$ cat config.mk
export PLATFORM = sky130hd
export DESIGN_NAME = rr_arbiter_8x3
export DESIGN_NICKNAME = d
export VERILOG_FILES = /design/src/rtl/arb_pkg.sv /design/src/rtl/rr_pick_8x3.sv /design/src/rtl/rr_arbiter_8x3.sv
export SDC_FILE = /design/constraint.sdc
export NUM_CORES = 1
export LEC_CHECK = 0
export ABC_CLOCK_PERIOD_IN_PS = 3950
export CAP_MARGIN = 20
export CORE_ASPECT_RATIO = 1.5
export CORE_MARGIN = 8
export CORE_UTILIZATION = 45
export DETAILED_ROUTE_END_ITERATION = 10
export PLACE_DENSITY = 0.69
export SETUP_SLACK_MARGIN = 0.3
export SLEW_MARGIN = 20
export SYNTH_ARGS = -nofsm -noshare
export SYNTH_HDL_FRONTEND = slang
export SYNTH_SLANG_ARGS = --single-unit
export TNS_END_PERCENT = 1
$ cat constraint.sdc
create_clock -name clk -period 3.95 [get_ports clk]
set_input_delay 0.79 -clock clk [delete_from_list [all_inputs] [get_ports clk]]
set_output_delay 0.79 -clock clk [all_outputs]
set_load 0.005 [all_outputs]
$ cat src/rtl/arb_pkg.sv
// Shared types and helpers for the 8-requester round-robin arbiter.
// The index encoding matches the 8:3 encoder: bit D[i] maps to index i.
package arb_pkg;

   localparam int N     = 8;
   localparam int IDX_W = 3;

   typedef enum logic {
      IDLE = 1'b0,
      BUSY = 1'b1
   } arb_state_e;

   // OR-style encoder: for a one-hot input this returns the set bit's position.
   function automatic logic [IDX_W-1:0] onehot_to_idx(input logic [N-1:0] d);
      logic [IDX_W-1:0] idx;
      idx = '0;
      for (int i = 0; i < N; i++) begin
         if (d[i]) begin
            idx = idx | IDX_W'(i);
         end
      end
      return idx;
   endfunction

   function automatic logic [N-1:0] idx_to_onehot(input logic [IDX_W-1:0] idx);
      logic [N-1:0] d;
      d = '0;
      d[idx] = 1'b1;
      return d;
   endfunction

endpackage

$ cat src/rtl/rr_pick_8x3.sv
// Combinational round-robin pick: first set bit of (req & mask) searching
// upward from ptr with wrap-around; idx is only meaningful when found=1.
module rr_pick_8x3
   import arb_pkg::*;
(
   input  logic [N-1:0]     req,
   input  logic [IDX_W-1:0] ptr,
   input  logic [N-1:0]     mask,
   output logic             found,
   output logic [IDX_W-1:0] idx
);

   logic [N-1:0]     cand;
   logic [N-1:0]     rot;
   logic [IDX_W-1:0] src [N];
   logic [IDX_W-1:0] off;

   assign cand = req & mask;

   // rot[j] is the candidate sitting j places after ptr (index math wraps mod 8).
   for (genvar gi = 0; gi < N; gi++) begin : g_rot
      assign src[gi] = ptr + IDX_W'(gi);
      assign rot[gi] = cand[src[gi]];
   end

   always_comb begin
      off = '0;
      for (int i = N - 1; i >= 0; i--) begin
         if (rot[i]) begin
            off = IDX_W'(i);
         end
      end
   end

   assign found = |cand;
   assign idx   = ptr + off;

endmodule

$ cat src/rtl/rr_arbiter_8x3.sv
// Round-robin arbiter for 8 requesters with registered one-hot grant, encoded
// index and a hold-time limit that forces rotation under contention.
module rr_arbiter_8x3
   import arb_pkg::*;
#(
   parameter int MAX_HOLD = 16
)(
   input  logic             clk,
   input  logic             rst,
   input  logic [N-1:0]     req,
   output logic [N-1:0]     gnt,
   output logic [IDX_W-1:0] gnt_idx,
   output logic             gnt_valid,
   output logic             preempt
);

   localparam logic [7:0] HOLD_LAST = 8'(MAX_HOLD - 1);

   arb_state_e       state_q, state_d;
   logic [IDX_W-1:0] ptr_q, ptr_d;
   logic [7:0]       hold_q, hold_d;
   logic [N-1:0]     gnt_q, gnt_d;
   logic [IDX_W-1:0] gnt_idx_q, gnt_idx_d;
   logic             gnt_valid_q, gnt_valid_d;
   logic             preempt_q, preempt_d;

   logic             pick_found;
   logic [IDX_W-1:0] pick_idx;
   logic [N-1:0]     pick_mask;
   logic             owner_req;
   logic             others_req;

   // Excluding the owner is harmless outside expiry: on release its req is
   // already low, and in IDLE gnt_q is zero so nothing is masked.
   assign pick_mask  = ~gnt_q;
   assign owner_req  = |(req & gnt_q);
   assign others_req = |(req & ~gnt_q);

   rr_pick_8x3 u_pick (
      .req   (req),
      .ptr   (ptr_q),
      .mask  (pick_mask),
      .found (pick_found),
      .idx   (pick_idx)
   );

   always_comb begin
      state_d     = state_q;
      ptr_d       = ptr_q;
      hold_d      = hold_q;
      gnt_d       = gnt_q;
      gnt_valid_d = gnt_valid_q;
      preempt_d   = 1'b0;

      unique case (state_q)
         IDLE: begin
            if (pick_found) begin
               state_d     = BUSY;
               gnt_d       = idx_to_onehot(pick_idx);
               gnt_valid_d = 1'b1;
               ptr_d       = pick_idx + 1'b1;
               hold_d      = '0;
            end
         end
         BUSY: begin
            if (!owner_req) begin
               hold_d = '0;
               if (pick_found) begin
                  gnt_d = idx_to_onehot(pick_idx);
                  ptr_d = pick_idx + 1'b1;
               end else begin
                  state_d     = IDLE;
                  gnt_d       = '0;
                  gnt_valid_d = 1'b0;
               end
            end else if (others_req) begin
               if (hold_q == HOLD_LAST) begin
                  gnt_d     = idx_to_onehot(pick_idx);
                  ptr_d     = pick_idx + 1'b1;
                  hold_d    = '0;
                  preempt_d = 1'b1;
               end else begin
                  hold_d = hold_q + 1'b1;
               end
            end else begin
               hold_d = '0;
            end
         end
         default: begin
            state_d = IDLE;
         end
      endcase

      gnt_idx_d = onehot_to_idx(gnt_d);
   end

   always_ff @(posedge clk or posedge rst) begin
      if (rst) begin
         state_q     <= IDLE;
         ptr_q       <= '0;
         hold_q      <= '0;
         gnt_q       <= '0;
         gnt_idx_q   <= '0;
         gnt_valid_q <= 1'b0;
         preempt_q   <= 1'b0;
      end else begin
         state_q     <= state_d;
         ptr_q       <= ptr_d;
         hold_q      <= hold_d;
         gnt_q       <= gnt_d;
         gnt_idx_q   <= gnt_idx_d;
         gnt_valid_q <= gnt_valid_d;
         preempt_q   <= preempt_d;
      end
   end

   assign gnt       = gnt_q;
   assign gnt_idx   = gnt_idx_q;
   assign gnt_valid = gnt_valid_q;
   assign preempt   = preempt_q;

endmodule

ff_map.png
Other sequential cells in the stronger grey, the rest of the logic in the fainter grey.
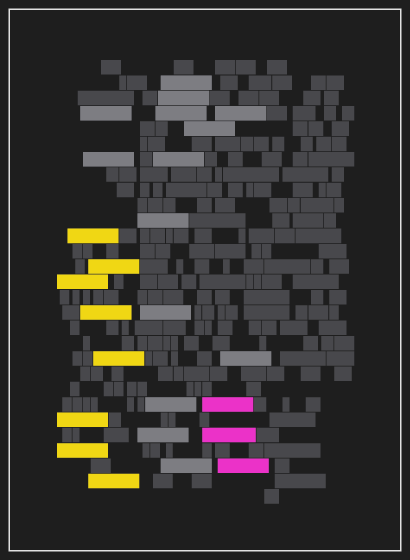
netlist name	colour	placed flops
`ptr_q`	magenta	3
`hold_q`	yellow	8
not coloured	14

clock_wires.png
Scale bar: 20 um.
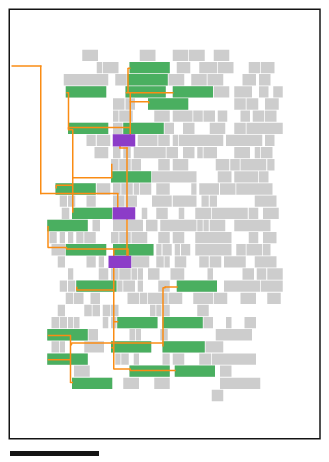
[flip-flops] green | count: 25
[clock-net drivers] purple | count: 3
[clock wires] orange | length: 319 um
routed clock nets	4

class_map.png
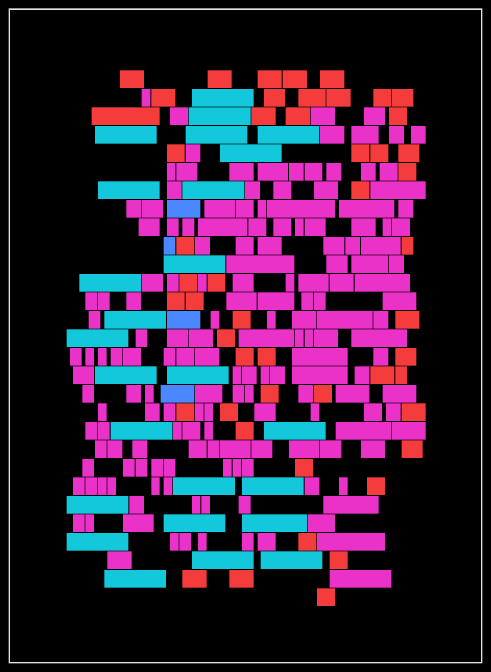
class	colour	cells	share of their area
clock drivers and dummy loads	blue	4	1.9%
remaining logic cells	magenta	167	56%
registers	cyan	25	25%
remaining buffers and delay cells	red	49	17%

==> summary.rpt <==
PHYSICAL IMPLEMENTATION REPORT
----------------------------------------------------
[Worst hold path]
  Startpoint of the worst hold path ........................ hold_q[7]
  Terminating pin of the worst hold path ........................ hold_q[7]

[Route]
  Wirelength per Cell ........................ 18.9 um
  Sum of met3 wire segment lengths after detailed routing ........................ just under 200 um
  Detailed Route Iter0 Violations ........................ 111
  Detailed-routing wirelength on met1 ........................ between 2 and 2.5 mm

[Cells and area]
  Antenna diode count ........................ 0
  Area Growth Syn to Fin ........................ 33.6%
  Final net count ........................ 262

[STA]
  Final count of hold timing violations ........................ 0
  Final hold slack ........................ 493 ps
  Final Skew ........................ 11.4 ps
  RSZ-0062 raised after global routing ........................ yes
  Slew at the pin with the worst max-slew slack ........................ 926 ps

[Setup path]
  Depth of the most critical reg-to-reg path ........................ 17
  Buffer and inverter count on the worst path ........................ 2
  Capture point of the critical path ........................ gnt_idx[2]

[Floorplanning]
  Ports ........................ 23
  Floorplan row count ........................ 29

[Synthesis]
  EDFF count, synth ........................ 0
  Adder-cell share of the synthesized area ........................ under 10%
  Number of storage elements in the synthesis netlist ........................ 25
  Post-synthesis async set-or-reset flop share ........................ 100%
  Area share of the largest cell type after synthesis ........................ about a third

[Flow run]
  Tally of max-capacitance violations ........................ 0

[Placement]
  Post-placement worst setup slack ........................ -405 ps
  Total cell area at the placement stage ........................ about 2400 um2

[Clock network]
  # H-tree levels ........................ 1
  Clock transition at path regs ........................ 80 ps

[Global routing]
  GR Layer Usage met3 ........................ about 1.9%
  Highest-utilization routing layer at the global route stage ........................ met2

[Run status]
  Result of the run ........................ complete, no violations

----------------------------------------------------
[registers in the layout, indices dropped and copies added (netlist names)]
| name | flops |
|---|---|
| gnt | 8 |
| preempt | 1 |
| ptr_q | 3 |
| hold_q | 8 |
| gnt_idx | 3 |
| state_q | 1 |
| gnt_valid | 1 |
[layout make-up]
type	instances	share of cell area, %
Clock buffer	3	1.62
Multi-Input combinational cell	161	53.4
Clock inverter	1	0.196
Inverter	6	1.27
Sequential cell	25	24.5
Tap cell	46	2.25
Timing Repair Buffer	49	16.7
[per-stage QoR]
stage          instances  util, %
6_report             291     61.2
5_1_grt              291     61.2
4_1_cts              287     59.6
3_5_place_dp         278     57.0
3_3_place_gp         278     57.0
2_1_floorplan        197        -
